**src/rtl/rv32_lsu_pkg.sv**
```systemverilog
// Shared types and helpers for the load/store unit and its store buffer.
package rv32_lsu_pkg;

  localparam int SB_DEPTH_DEFAULT = 4;
  localparam int SB_ADDR_W        = 32;

  typedef struct packed {
    logic [SB_ADDR_W-1:0] addr;
    logic [31:0]          data;
    logic [3:0]           be;
  } sb_entry_t;

  // Word-aligned base of a byte address; two addresses in the same word
  // compare equal after this.
  function automatic logic [SB_ADDR_W-1:0] word_base(input logic [SB_ADDR_W-1:0] a);
    return a & ~SB_ADDR_W'(3);
  endfunction

endpackage

```
**src/rtl/rv32_sb_youngest_match.sv**
```systemverilog
// Picks the youngest matching entry: the first match found walking
// backwards from the slot just behind the write pointer.
module rv32_sb_youngest_match #(
  parameter int DEPTH = 4,
  parameter int PTR_W = $clog2(DEPTH)
) (
  input  logic [DEPTH-1:0] match_i,
  input  logic [PTR_W-1:0] wr_ptr_i,
  output logic             hit_o,
  output logic [DEPTH-1:0] youngest_oh_o
);

  logic [PTR_W-1:0] idx;

  // Priority scan from newest to oldest; pointer arithmetic wraps mod DEPTH.
  always_comb begin
    hit_o         = 1'b0;
    youngest_oh_o = '0;
    idx           = '0;
    for (int k = 0; k < DEPTH; k++) begin
      idx = wr_ptr_i - PTR_W'(k + 1);
      if (!hit_o && match_i[idx]) begin
        hit_o              = 1'b1;
        youngest_oh_o[idx] = 1'b1;
      end
    end
  end

endmodule

```
**src/rtl/rv32_store_buffer.sv**
```systemverilog
// Posted-store FIFO: accepts committed stores, retires them in order to
// data memory over req/gnt, and forwards pending data to younger loads.
module rv32_store_buffer
  import rv32_lsu_pkg::*;
#(
  parameter int DEPTH  = SB_DEPTH_DEFAULT,
  parameter int ADDR_W = 32
) (
  input  logic                     clk,
  input  logic                     rst_n,
  input  logic                     st_valid,
  output logic                     st_ready,
  input  logic [ADDR_W-1:0]        st_addr,
  input  logic [31:0]              st_data,
  input  logic [3:0]               st_be,
  output logic                     mem_req,
  input  logic                     mem_gnt,
  output logic [ADDR_W-1:0]        mem_addr,
  output logic [31:0]              mem_wdata,
  output logic [3:0]               mem_be,
  input  logic [ADDR_W-1:0]        ld_addr,
  output logic                     ld_hit,
  output logic [31:0]              ld_hit_data,
  output logic [3:0]               ld_hit_be,
  output logic                     sb_empty,
  output logic [$clog2(DEPTH):0]   sb_count
);

  localparam int PTR_W = $clog2(DEPTH);
  localparam int CNT_W = PTR_W + 1;

  sb_entry_t        entry_q [DEPTH];
  logic [DEPTH-1:0] valid_q;
  logic [PTR_W-1:0] wr_ptr_q, rd_ptr_q;
  logic [CNT_W-1:0] count_q, count_d;

  logic             push, pop;
  logic [DEPTH-1:0] match;
  logic [DEPTH-1:0] youngest_oh;
  sb_entry_t        head;

  assign sb_count  = count_q;
  assign sb_empty  = (count_q == '0);
  assign st_ready  = (count_q != CNT_W'(DEPTH));
  assign mem_req   = !sb_empty;
  assign push      = st_valid && st_ready;
  assign pop       = mem_req && mem_gnt;

  assign head      = entry_q[rd_ptr_q];
  assign mem_addr  = head.addr[ADDR_W-1:0];
  assign mem_wdata = head.data;
  assign mem_be    = head.be;

  // Occupancy: a simultaneous push and pop leaves the count unchanged.
  always_comb begin
    count_d = count_q;
    case ({push, pop})
      2'b10:   count_d = count_q + CNT_W'(1);
      2'b01:   count_d = count_q - CNT_W'(1);
      default: count_d = count_q;
    endcase
  end

  // Entry storage, valid bits and pointers.
  always_ff @(posedge clk or negedge rst_n) begin
    if (!rst_n) begin
      for (int i = 0; i < DEPTH; i++) entry_q[i] <= '0;
      valid_q  <= '0;
      wr_ptr_q <= '0;
      rd_ptr_q <= '0;
      count_q  <= '0;
    end else begin
      if (push) begin
        entry_q[wr_ptr_q] <= '{addr: SB_ADDR_W'(st_addr), data: st_data, be: st_be};
        valid_q[wr_ptr_q] <= 1'b1;
        wr_ptr_q          <= wr_ptr_q + PTR_W'(1);
      end
      if (pop) begin
        valid_q[rd_ptr_q] <= 1'b0;
        rd_ptr_q          <= rd_ptr_q + PTR_W'(1);
      end
      count_q <= count_d;
    end
  end

  // Word-address compare against every valid entry.
  always_comb begin
    match = '0;
    for (int i = 0; i < DEPTH; i++) begin
      match[i] = valid_q[i] &&
                 (word_base(entry_q[i].addr) == word_base(SB_ADDR_W'(ld_addr)));
    end
  end

  rv32_sb_youngest_match #(
    .DEPTH (DEPTH),
    .PTR_W (PTR_W)
  ) u_youngest (
    .match_i       (match),
    .wr_ptr_i      (wr_ptr_q),
    .hit_o         (ld_hit),
    .youngest_oh_o (youngest_oh)
  );

  // One-hot mux of the youngest match; all zero when nothing matched.
  always_comb begin
    ld_hit_data = '0;
    ld_hit_be   = '0;
    for (int i = 0; i < DEPTH; i++) begin
      if (youngest_oh[i]) begin
        ld_hit_data = ld_hit_data | entry_q[i].data;
        ld_hit_be   = ld_hit_be   | entry_q[i].be;
      end
    end
  end

endmodule

```
**config.mk**
```make
export PLATFORM = sky130hd
export DESIGN_NAME = rv32_store_buffer
export DESIGN_NICKNAME = d
export VERILOG_FILES = /design/src/rtl/rv32_lsu_pkg.sv /design/src/rtl/rv32_sb_youngest_match.sv /design/src/rtl/rv32_store_buffer.sv
export SDC_FILE = /design/constraint.sdc
export NUM_CORES = 1
export LEC_CHECK = 0
export CORE_ASPECT_RATIO = 0.5
export CORE_MARGIN = 2
export CORE_UTILIZATION = 30
export CTS_CLUSTER_SIZE = 24
export DETAILED_ROUTE_END_ITERATION = 16
export PLACE_DENSITY = 0.6
export REMOVE_ABC_BUFFERS = 1
export SYNTH_ARGS = -nofsm -noshare
export SYNTH_HDL_FRONTEND = slang
export SYNTH_SLANG_ARGS = --single-unit
```
**constraint.sdc**
```tcl
create_clock -name clk -period 4.25 [get_ports clk]
set_clock_uncertainty 0.1 [all_clocks]
set_input_delay 0.6375 -clock clk [delete_from_list [all_inputs] [get_ports clk]]
set_output_delay 0.6375 -clock clk [all_outputs]
set_load 0.02 [all_outputs]
```
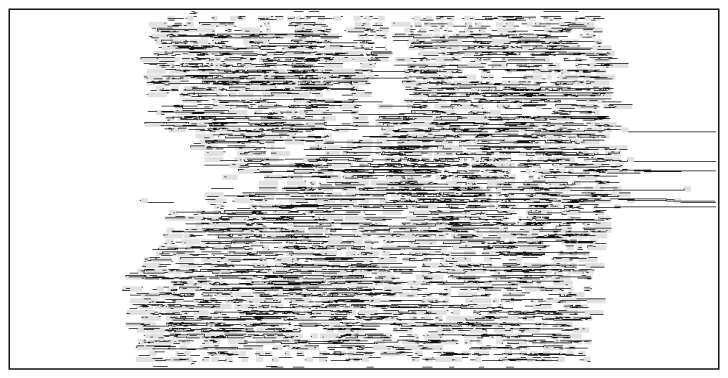
m1.png
share of all routed wire: 42%
longest straight run: 63.0 µm
nets with wire on the layer: 1,577
main direction: horizontal
wire length on this layer: 21.7 mm
total wire length: 51,800 µm
vias: 11,800
met1 Use GR: 23.5%

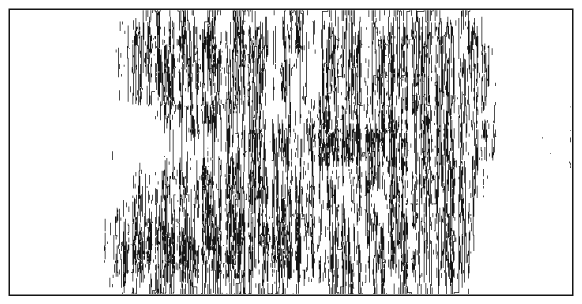
m2.png
longest straight run: 67.7 µm
main direction: vertical
wire length on this layer: 27.1 mm
nets with wire on the layer: 1,591
met2 Use GR: 32.1%

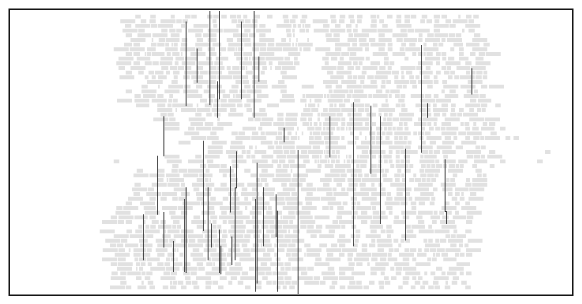
m4.png
nets with wire on the layer: 28
main direction: vertical

-- report_power, final --
part           internal (mW)  switching [mW]  leakage (nW)
registers               4.11            1.32          3.36
clock network           1.71            1.16         0.540
logic                   4.72            3.82          5.68
-- flip-flops by register name (all words and copies together), names as in the netlist --
signal and flops:
entry_q 272, rd_ptr_q 2, sb_count 3, valid_q 4, wr_ptr_q 2
-- cell families (layout without fill, tap and decap cells) --
kind of cell,Yosys count,in the layout,share of synthesized area (%)
adder cells (fa/ha/maj),13,13,1.08
flip-flops,283,283,45.1
other,0,5,0
buffers and inverters,130,567,3.61
multiplexers,340,340,29.3
AND-OR/OR-AND,176,176,9.44
AND/OR/NAND/NOR,90,91,4.45
XOR/XNOR,125,125,6.98
-- placed cells by master, fill, tap and decap left out, types with 6 or more instances in the layout --
cell | netlist | layout
xnor2_2 | 0 | 18
clkbuf_16 | 0 | 36
inv_1 | 50 | 50
buf_6 | 4 | 44
o31ai_1 | 108 | 31
o2111ai_4 | 0 | 8
o2111ai_2 | 2 | 22
nor4_2 | 6 | 6
clkdlybuf4s50_1 | 0 | 144
o31ai_2 | 0 | 45
clkbuf_8 | 0 | 12
mux2_2 | 272 | 272
nor3_4 | 1 | 6
nand4_1 | 25 | 25
a2111oi_4 | 0 | 7
ha_1 | 12 | 12
xor2_1 | 62 | 60
a21oi_1 | 9 | 9
xnor2_1 | 63 | 45
nor4_4 | 5 | 9
buf_12 | 0 | 37
buf_4 | 5 | 191
dfrtp_1 | 283 | 281
o2111ai_1 | 40 | 12
mux4_2 | 68 | 68
o31ai_4 | 0 | 32
clkinv_2 | 0 | 7
nand2_1 | 14 | 10
dlygate4sd2_1 | 0 | 23
==> reports/summary.txt <==
Status - finished, violations left
Failing checks - negative setup slack
# setup viols final - 36
Final RePlAce weighted congestion - 0.838
Arr. time, crit path - 3.85 ns
RSZ-0062 raised after global routing - true
HPWL after DPL - 33,000 µm
Mapped Cells - 1,157
Fin. Hold Viols - 0
Hold bufs inserted after CTS - 0
Top class by area - combinational gates
Leak Pwr - 9.58 nW
Worst-margin pin slew - 0.858 ns
Number of buffers added on ports - 212
Max_slew headroom - 42.8%
Combinational Area - 9410 µm²
Drt first pass iters - 5
# Cells Yosys - 1,157
Maximum Capacitance Violations - 0
Final WS setup - -0.336 ns
Top cells by count - 283 x dfrtp_1, 272 x mux2_2, 108 x o31ai_1
DR iter-0 viols - 785
Flop share of the area - 30.5%
Min cycle time layout - 4.59 ns
Worst reg2reg path startpoint - sb_count[0]
Power figures rest on the tool's default switching activity, not on a simulated workload.
